**config.mk**
```make
export PLATFORM = sky130hd
export DESIGN_NAME = spi_arbiter
export DESIGN_NICKNAME = d
export VERILOG_FILES = /design/src/rtl/spi_arbiter.sv
export SDC_FILE = /design/constraint.sdc
export NUM_CORES = 1
export LEC_CHECK = 0
export CAP_MARGIN = 20
export CORE_MARGIN = 2
export CORE_UTILIZATION = 39
export DETAILED_ROUTE_END_ITERATION = 10
export PLACE_DENSITY = 0.89
export SETUP_SLACK_MARGIN = 0.02
export SKIP_CTS_REPAIR_TIMING = 1
export SLEW_MARGIN = 20
export SYNTH_ARGS = -nofsm -noshare
export SYNTH_HDL_FRONTEND = slang
export SYNTH_SLANG_ARGS = --single-unit
```
**constraint.sdc**
```tcl
create_clock -name clk -period 1.8 [get_ports clk]
set_input_delay 0.45 -clock clk [delete_from_list [all_inputs] [get_ports clk]]
set_output_delay 0.45 -clock clk [all_outputs]
set_load 0.005 [all_outputs]
```
**src/rtl/spi_arbiter.sv**
```systemverilog
// spi_arbiter -- shares one SPI RAM transaction engine between two requesters.
//
// Port 0 is CPU instruction fetch and port 1 is CPU data load/store. The
// granted command is latched into the spi_* registers. It then stays stable
// until the engine transaction is acknowledged back to its owner.
//
// Build option:
//   SPI_ARB_RR_EN  defined   -> round-robin when both ports request.
//                  undefined -> fixed priority, port 0 wins.
//
// Ports:
//   clk, rst                    clock; asynchronous active-low reset
//   pN_req/write/addr/wdata     requester N command (held until pN_ack)
//   pN_ack                      one-cycle completion pulse for port N
//   pN_rdata                    last read data returned to port N
//   spi_start                   engine start strobe
//   spi_write/address/databus   command presented to the engine
//   spi_done, spi_data          engine idle/done flag and read data
//   busy                        arbiter is not idle
//   owner                       port currently or most recently granted
module spi_arbiter #(
   parameter int ADDR_W = 16,
   parameter int DATA_W = 8
) (
   input  logic              clk,
   input  logic              rst,
   input  logic              p0_req,
   input  logic              p0_write,
   input  logic [ADDR_W-1:0] p0_addr,
   input  logic [DATA_W-1:0] p0_wdata,
   output logic              p0_ack,
   output logic [DATA_W-1:0] p0_rdata,
   input  logic              p1_req,
   input  logic              p1_write,
   input  logic [ADDR_W-1:0] p1_addr,
   input  logic [DATA_W-1:0] p1_wdata,
   output logic              p1_ack,
   output logic [DATA_W-1:0] p1_rdata,
   output logic              spi_start,
   output logic              spi_write,
   output logic [ADDR_W-1:0] spi_address,
   output logic [DATA_W-1:0] spi_databus,
   input  logic              spi_done,
   input  logic [DATA_W-1:0] spi_data,
   output logic              busy,
   output logic              owner
);

   typedef enum logic [2:0] {
      IDLE,
      ISSUE,
      WAIT_BUSY,
      WAIT_DONE,
      RESPOND
   } state_t;

   state_t state, state_next;

   logic grant_valid;
   logic grant_port;

   // Arbitration only matters in IDLE. A lone requester always wins.
   always_comb begin
      grant_valid = p0_req | p1_req;
`ifdef SPI_ARB_RR_EN
      if (p0_req && p1_req)
         grant_port = ~owner;
      else
         grant_port = ~p0_req;
`else
      grant_port = ~p0_req;
`endif
   end

   always_comb begin
      state_next = state;
      case (state)
         IDLE:      if (grant_valid) state_next = ISSUE;
         // Start is only offered to an idle engine. Otherwise wait here.
         ISSUE:     if (spi_done) state_next = WAIT_BUSY;
         WAIT_BUSY: if (!spi_done) state_next = WAIT_DONE;
         WAIT_DONE: if (spi_done) state_next = RESPOND;
         RESPOND:   state_next = IDLE;
         default:   state_next = IDLE;
      endcase
   end

   always_ff @(posedge clk or negedge rst) begin
      if (!rst) begin
         state       <= IDLE;
         owner       <= 1'b1;
         spi_write   <= 1'b0;
         spi_address <= '0;
         spi_databus <= '0;
         p0_rdata    <= '0;
         p1_rdata    <= '0;
      end else begin
         state <= state_next;
         // The command registers load only on grant. The engine samples them
         // continuously, so they must not move until IDLE comes round again.
         if (state == IDLE && grant_valid) begin
            owner <= grant_port;
            if (grant_port) begin
               spi_write   <= p1_write;
               spi_address <= p1_addr;
               spi_databus <= p1_wdata;
            end else begin
               spi_write   <= p0_write;
               spi_address <= p0_addr;
               spi_databus <= p0_wdata;
            end
         end
         // Capture read data on the edge where the engine reports done.
         // Write transactions leave rdata untouched.
         if (state == WAIT_DONE && spi_done && !spi_write) begin
            if (owner)
               p1_rdata <= spi_data;
            else
               p0_rdata <= spi_data;
         end
      end
   end

   assign spi_start = (state == ISSUE) && spi_done;
   assign p0_ack    = (state == RESPOND) && !owner;
   assign p1_ack    = (state == RESPOND) && owner;
   assign busy      = (state != IDLE);

endmodule
```
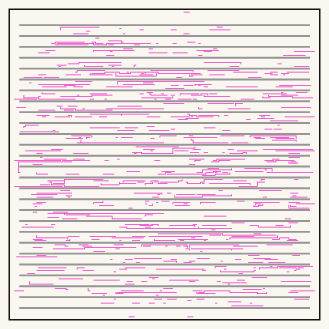
(M1 wires)
Drawn at 4 px/um. Supply wires on this layer in grey.
- nets with wire on the layer: 272
- longest straight run: 29.0 um
- main direction: horizontal
- share of all routed wire: 40%
- wire length on this layer: 2,000 um

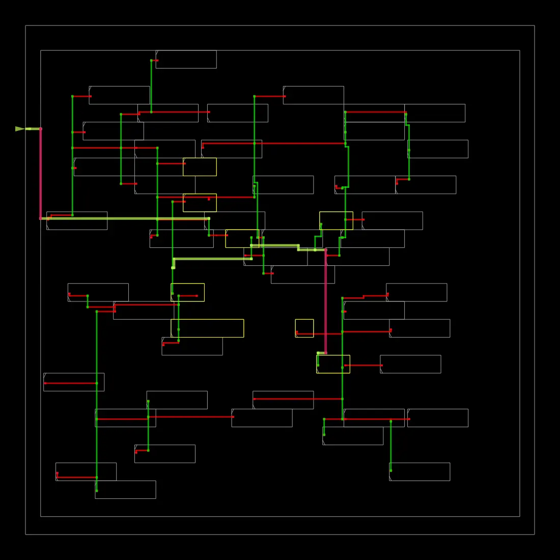
(clock routing)
# clock sinks: 45
Layout clock buffers: 6
Final Skew: 6.91 ps
flop count: 45

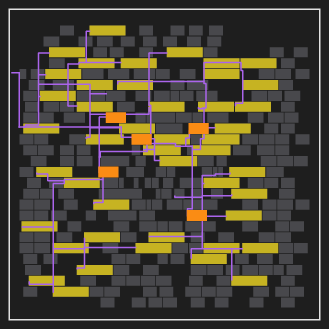
(clock network drawn from the DEF)
Drawn at 4 px/um.
- orange: cells driving clock nets (count 5)
- yellow: flip-flops (count 45)
- purple: clock wires (length 535 um)
- flops lie: all over the die

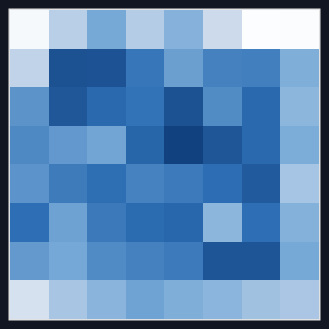
(placement density heat map)
Drawn at 4 px/um. 8 x 8 tiles, from white (low) to dark blue (high), 0 to 100% covered.
- emptiest ninth of the die: top right
- mean over tiles: 58%
- fullest tile: 93%

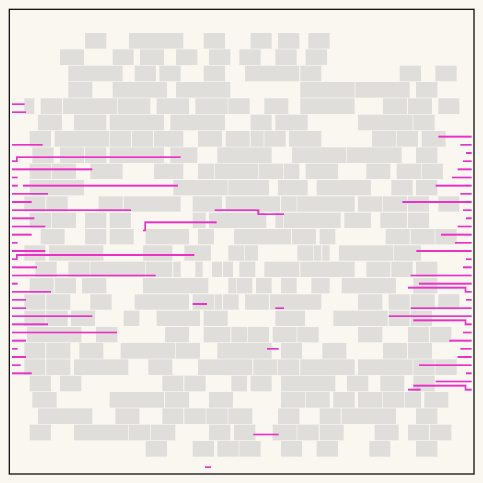
(signal wires on met3)
Drawn at 6 px/um.
- nets with wire on the layer: 65
- longest straight run: 29.4 um
- share of all routed wire: 8.5%

[layout by cell type, fill, tap and decap left out, drive strengths merged]
cell / count
clkdlybuf4s50: 101
mux2: 66
dfrtp: 44
buf: 19
clkbuf: 6
dlymetal6s2s: 6
nor2: 5
inv: 2
nand2: 2
a21oi: 2
nor3: 1
and4bb: 1
and3: 1
nand4b: 1
or3: 1
nor3b: 1
xor2: 1
nor2b: 1
a211oi: 1
bufinv: 1
clkinvlp: 1
dfstp: 1
[final cells by class]
cell class | instances | area share, %
Clock buffer | 6 | 2.33
Clock inverter | 2 | 1.06
Inverter | 2 | 0.212
Multi-Input combinational cell | 84 | 26.3
Sequential cell | 45 | 31.9
Tap cell | 70 | 2.47
Timing Repair Buffer | 126 | 35.7
==> results_dict.tcl <==
# yosys + openroad results
set metrics [dict create \
    vias 1571 \
    antennaDiodeCount 0 \
    area_delta_synth_final_pct 69.6 \
    synthAoiAreaFrac_pct 0.838 \
    busiest_layer "met2" \
    dr.pass1.iters 4 \
    fin_nets 327 \
    netSwitchingFraction_pct 26.8 \
    combPwrFrac_pct 47.6 \
    period_needed_ps 1700 \
    wl_um 5030 \
    fin_tns_setup_ps 0 \
    leakage_nw 1.56 \
    die_area_um2 5960 \
    dieWidth_um 77.2 \
    yosys_warnings 0 \
    maxCapViolCount 0 \
    rrSetupSlack_ps 140 \
    htreeDepth 2 \
    end_kind "output pin" \
    die_y_um 77.2 \
    timing.hold.ws_ps 69.5 \
    clk_pin_slew_ps 90 \
    critPathKind "flip-flop to output pin" \
    dp_cells 323 \
    gp_congestion 0.738 \
    ir_drop_v 0.000739 \
    viasPerCell 4.69 \
    yosysTopAreaCellShare_pct 52.7 \
    comb_cell_power_mw 2.40 \
    worstSetupStartpoint "state[0]" \
    endpoint "spi_start" \
    reg2reg_depth 5 \
    ys_sh_xor_pct 0.419 \
    final_hold_viol_count 0 \
    period_used_pct 94.6 \
    ys_cells 137 \
    io_pins 109 \
    grt_usage_pct 17.6 \
    finalSetupViolCount 0 \
    dr_wl_met2_um 2530 \
    ant_nets 0 \
    pg_seq_mw 1.85 \
    status "finished clean" \
    layoutNonFillerInstCount 335 \
    warnings 26 \
    cp.depth 3 \
    fp_nets 200 \
    startpoint_type "flip-flop" \
    ys_top_logic_family "multiplexers" \
    hp-class "input pin to async pin" \
    wl_met1_um 2000 \
    numCtsBuffers 5 \
    cts_tree "built" \
    dp_slack_ps -402 \
    post-synth-top-count-cell "mux2_2" \
    path_delay_family "flip-flops" \
    globalRouteOverflowTotal 0 \
    power_clock_uw 795 \
    antenna_found_initial 0 \
    ys.flop_type "dfrtp_1" \
    simple_gate_share_pct 5.63 \
    drc_errors 0 \
    power.internal_mw 3.69 \
    drtIter0Drc 61 \
    wire_per_inst_um 15.0 \
]
